$ cat src/rtl/rr_arb_16x1.sv
// Round-robin arbiter steering a shared 16x1 beat mux, with per-grant beat limit
// and back-to-back re-arbitration on release.
module rr_arb_16x1 #(
    parameter int unsigned MAX_BEATS = 16,
    parameter int unsigned W         = 32
) (
    input  logic        clk_i,
    input  logic        rst_ni,
    input  logic [15:0] req_valid_i,
    input  logic [15:0] req_last_i,
    input  logic [15:0] req_mask_i,
    input  logic        out_ready_i,
    output logic [15:0] req_ready_o,
    output logic [3:0]  sel_o,
    output logic        out_valid_o,
    output logic        out_last_o,
    output logic        busy_o
);

    if (MAX_BEATS < 1 || MAX_BEATS > 256 || W < 1) begin : g_param_check
        $error("rr_arb_16x1: MAX_BEATS must be 1..256 and W >= 1");
    end

    typedef enum logic {
        IDLE,
        GRANT
    } state_t;

    localparam logic [7:0] LAST_BEAT = 8'(MAX_BEATS - 1);

    state_t      state_q, state_d;
    logic [3:0]  g_q, g_d;
    logic [3:0]  p_q, p_d;
    logic [7:0]  c_q, c_d;
    logic [15:0] elig;
    logic [15:0] elig_rel;
    logic        vld;
    logic        lst;
    logic        xfer;

    // First set bit of e at or after ptr, wrapping modulo 16.
    function automatic logic [3:0] rr_pick(input logic [15:0] e, input logic [3:0] ptr);
        logic [3:0] idx;
        logic [3:0] win;
        logic       found;
        win   = ptr;
        found = 1'b0;
        for (int unsigned k = 0; k < 16; k++) begin
            idx = ptr + 4'(k);
            if (!found && e[idx]) begin
                win   = idx;
                found = 1'b1;
            end
        end
        return win;
    endfunction

    assign elig     = req_valid_i & req_mask_i;
    assign elig_rel = elig & ~(16'd1 << g_q);

    always_ff @(posedge clk_i or negedge rst_ni) begin
        if (!rst_ni) begin
            state_q <= IDLE;
            g_q     <= '0;
            p_q     <= '0;
            c_q     <= '0;
        end else begin
            state_q <= state_d;
            g_q     <= g_d;
            p_q     <= p_d;
            c_q     <= c_d;
        end
    end

    always_comb begin
        state_d     = state_q;
        g_d         = g_q;
        p_d         = p_q;
        c_d         = c_q;
        req_ready_o = '0;
        vld         = 1'b0;
        lst         = 1'b0;
        xfer        = 1'b0;
        unique case (state_q)
            IDLE: begin
                if (|elig) begin
                    state_d = GRANT;
                    g_d     = rr_pick(elig, p_q);
                    c_d     = '0;
                end
            end
            GRANT: begin
                vld              = req_valid_i[g_q];
                lst              = vld & (req_last_i[g_q] | (c_q == LAST_BEAT));
                req_ready_o[g_q] = out_ready_i;
                xfer             = vld & out_ready_i;
                if (xfer) begin
                    if (lst) begin
                        // Releasing requester is excluded so it cannot win back-to-back.
                        p_d = g_q + 4'd1;
                        c_d = '0;
                        if (|elig_rel) begin
                            g_d = rr_pick(elig_rel, g_q + 4'd1);
                        end else begin
                            state_d = IDLE;
                        end
                    end else begin
                        c_d = c_q + 8'd1;
                    end
                end
            end
        endcase
    end

    assign sel_o       = g_q;
    assign out_valid_o = vld;
    assign out_last_o  = lst;
    assign busy_o      = (state_q == GRANT);

endmodule

$ cat config.mk
export PLATFORM = sky130hd
export DESIGN_NAME = rr_arb_16x1
export DESIGN_NICKNAME = d
export VERILOG_FILES = /design/src/rtl/rr_arb_16x1.sv
export SDC_FILE = /design/constraint.sdc
export NUM_CORES = 1
export LEC_CHECK = 0
export ABC_AREA = 1
export CAP_MARGIN = 25
export CELL_PAD_IN_SITES_DETAIL_PLACEMENT = 0
export CELL_PAD_IN_SITES_GLOBAL_PLACEMENT = 2
export CORE_ASPECT_RATIO = 2
export CORE_UTILIZATION = 25
export DETAILED_ROUTE_END_ITERATION = 6
export PLACE_DENSITY = 0.81
export SLEW_MARGIN = 20
export SYNTH_ARGS = -nofsm -noshare
export SYNTH_HDL_FRONTEND = slang
export SYNTH_SLANG_ARGS = --single-unit
export TNS_END_PERCENT = 10
$ cat constraint.sdc
create_clock -name clk_i -period 4.4 [get_ports clk_i]
set_input_delay 0.66 -clock clk_i [delete_from_list [all_inputs] [get_ports clk_i]]
set_output_delay 0.66 -clock clk_i [all_outputs]
set_load 0.005 [all_outputs]
==> results.ini <==
[logic_synthesis]
top_cells_area = nand2_1 (27%), nand3_1 (13%), inv_1 (8.3%)
synth.cellmix.xorXnorShare_pct = 4.09
synthCells = 1025
synthesis.area_per_instance_um2 = 5.14
synth_largest_type_area_fraction_pct = 27.0
synth_top_cell_by_area = nand2_1
fa_ha_area_share_pct = 4.99
synth.logic.top_family = simple AND/OR/NAND/NOR gates
ys_seq_share_pct = 8.08
ys_dominant_reg_cell = dfrtp_1
syn_nets = 1097
number_of_distinct_library_cell_variants_in_the_gate_level_netlist_after_synthesis = 49
synthSimpleGateAreaFrac_pct = 54.8
synth_stat.cells = 1025
yosys_register_bits = 17
netlist_area_um2 = 5270
synth-warning-count = 0
share_of_cell_area_taken_by_muxes_after_synthesis_pct = 0
synth_chip_area_um2 = 5270
ys_sh_aoi_pct = 15.7
enable_flop_cells = 0
async_flop_share_pct = 100

[global_routing]
grt.met3_usage_pct = 1.13
antenna_violations_before_repair = 0
grt_max_degree = 39
global_route_wire_length_before_repair_um = 38700
combined_global_route_utilization_of_all_metal_layers_pct = 23.5
first_global_vias = 7022
gr-usage-met2_pct = 49.5
global_route.peak_usage_layer = met2
grt_overflow = 0
met1_capacity_usage_during_global_routing_pct = 20.0

[clocking]
clock_tree_from_tritoncts = done
cts.repair.resized = 0
htree_num_levels = 1
clock_root_cell = clkbuf_16
clock_insertion_delay_worst_skew_ps = 250
ctsHoldBuffers = 0
cts_made_buffers = 3
clk_transition_reported_paths_ps = 50
clock_path_buffers = 2
cts_setup_buffers = 0
cts_sinks = 17

[floorplanning]
dieHeight_um = 207
core_region_area_um2 = 20600
initial_core_util_pct = 25.6
rows = 74
die_width_um = 105
num_tap_cells = 266
top_level_ports = 74
chipArea_um2 = 21700

[sta]
clock-skew-final_ps = 1.29
unrepaired_setup_endpoints_after_global_routing = false
report.final.slew_viol_count = 0
finalWorstPathRequiredPeriod_ps = 4080
worst_hold_slack_ps = 543
period_used_pct = 92.7
finalWorstSetupSlack_ps = 320
report.final.hold_viol_count = 0
fmaxAchievable_ghz = 0.245
number_of_setup_violations_in_the_final_report = 0
fin_setup_tns_ps = 0
worst_slew_margin_relative_to_its_limit_pct = 47.1
max_slew.worst_pin.slew_ps = 792

[worst_setup_path]
required_time_of_the_critical_path_ps = 4540
worst_r2r_startpoint = sel_o[1]
critical_path.n_buffers_inverters = 5
worstRegToRegCells = 26
startpoint_to_endpoint_class_of_the_critical_path = flip-flop to flip-flop
crit_path_max_incr_delay_ps = 550
worst_setup_path_start_kind = flip-flop
cpMostUsedCell = nand2_1
maximum_fanout_encountered_on_the_critical_timing_path = 11
critical_path.slowest_cell = dfrtp_1
critPathArrivalTime_ps = 4220
critical_path_cell_count = 26
critPathTopFamily = simple AND/OR/NAND/NOR gates
critical_path.endpoint = sel_o[2]
cp_capture_type = flip-flop
rr_endpoint = sel_o[2]
crit_path_start = sel_o[1]
r2r_setup_slack_ps = 320

[finish]
multiInputCombCellCount = 845
sh_comb_area_pct = 63.9
dominant_cells = logic gates
clk_share_pct = 1.20
post_layout_nonfiller_instances = 1379
layout.cells.most_common = nand2_1
nNonClkInverters = 134
fillers = 2457
layout.area.comb_um2 = 4200
layout.sequential_cells = 17
clockBufferCount = 4
nets = 1186
antenna-diode-count = 0
most-common-layout-cells = nand2_1 (378), nand3_1 (138), inv_1 (117)
non_clock_buffer_area_share_pct = 15.7
final_layout_size_suffix_gt1_share_pct = 8.81

[drt]
post-route-drc-count = 0
antenna_violating_nets_left = 0
dr.first_iter.drc_count = 284
detail_route.vias_per_cell = 5.04
first_pass_iters = 7

[run_status]
run_status = complete, no violations

[job]
log.warning_count = 41
number_of_max_capacitance_violations_reported = 0

[min_path]
hold_start = c_q[7]
hold_endpoint = c_q[7]
worst_hold_path_depth = 2
hold_path.class = flip-flop to flip-flop

[placement]
placed_cells = 1375
pre_cts_setup_slack_ps = 147
dp_hpwl_um = 21900
dpl-instance-area_um2 = 6490
portBuffers = 73
place_congestion = 0.931

[synth_stat cells (12+ instances only)]
library cell / count
nor2_1: 77
nand4_1: 14
nand2_1: 379
nand3_1: 138
inv_1: 117
ha_1: 21
a31oi_1: 12
dfrtp_1: 17
a21oi_1: 25
buf_2: 14
o21ai_0: 72
[flip-flops by register name (all words and copies together) (netlist names)]
name / count
sel_o: 4
busy_o: 1
c_q: 8
p_q: 4
[layer usage]
| layer | vias to the layer above | part of all wire (%) |
|---|---|---|
| met3 | 80 | 2.6 |
| met5 | - | 0 |
| met2 | 200 | 58 |
| met4 | 0 | 8.1 |
| met1 | 3175 | 31 |
| li1 | 3493 | - |
Wire density map:
(2 px per um) The die is cut into 10 by 21 equal tiles; black is low, pale yellow is high, scaled to the fullest tile. Values are wire area over tile area, all layers added.
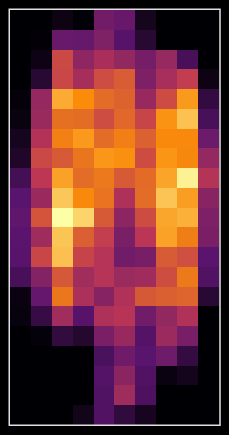
emptiest ninth of the die: lower left
fullest tile: 0.53
mean over tiles: 0.19
tiles over half the peak: 33%
per-cell routed wire length: 18.6 um
number of vias after detailed routing: 6948
DRT Wirelength: 25700 um

Sizing map:
(3 px per um)
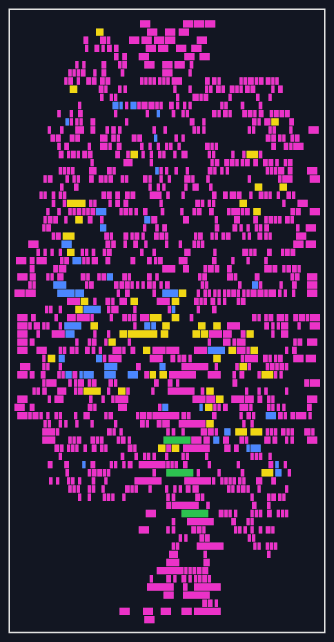
legend:
  magenta:
    size: x1 and smaller
    cells: 1015
  blue:
    size: x2
    cells: 44
  yellow:
    size: x3 and x4
    cells: 51
  green:
    size: x6 and larger
    cells: 3
Syn-to-layout area delta: 24.7%
count of plain and timing-repair buffers: 113
cell area after layout: 6570 um^2

Sequential cells colored by netlist name:
(2 px per um) Other sequential cells in the stronger gray, the rest of the logic in the fainter gray.
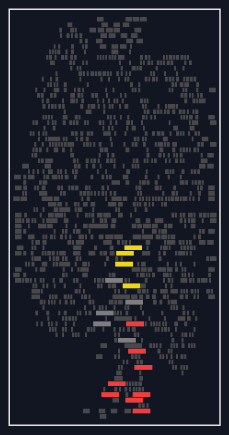
legend:
  yellow:
    name_in_the_netlist: `p_q`
    sequential_cells: 4
    where: center
  red:
    name_in_the_netlist: `c_q`
    sequential_cells: 8
    where: bottom center
not colored: 5
sequential fraction of total cell area: 6.47%
Final Util: 32.0%
sequential cell area: 425 um^2

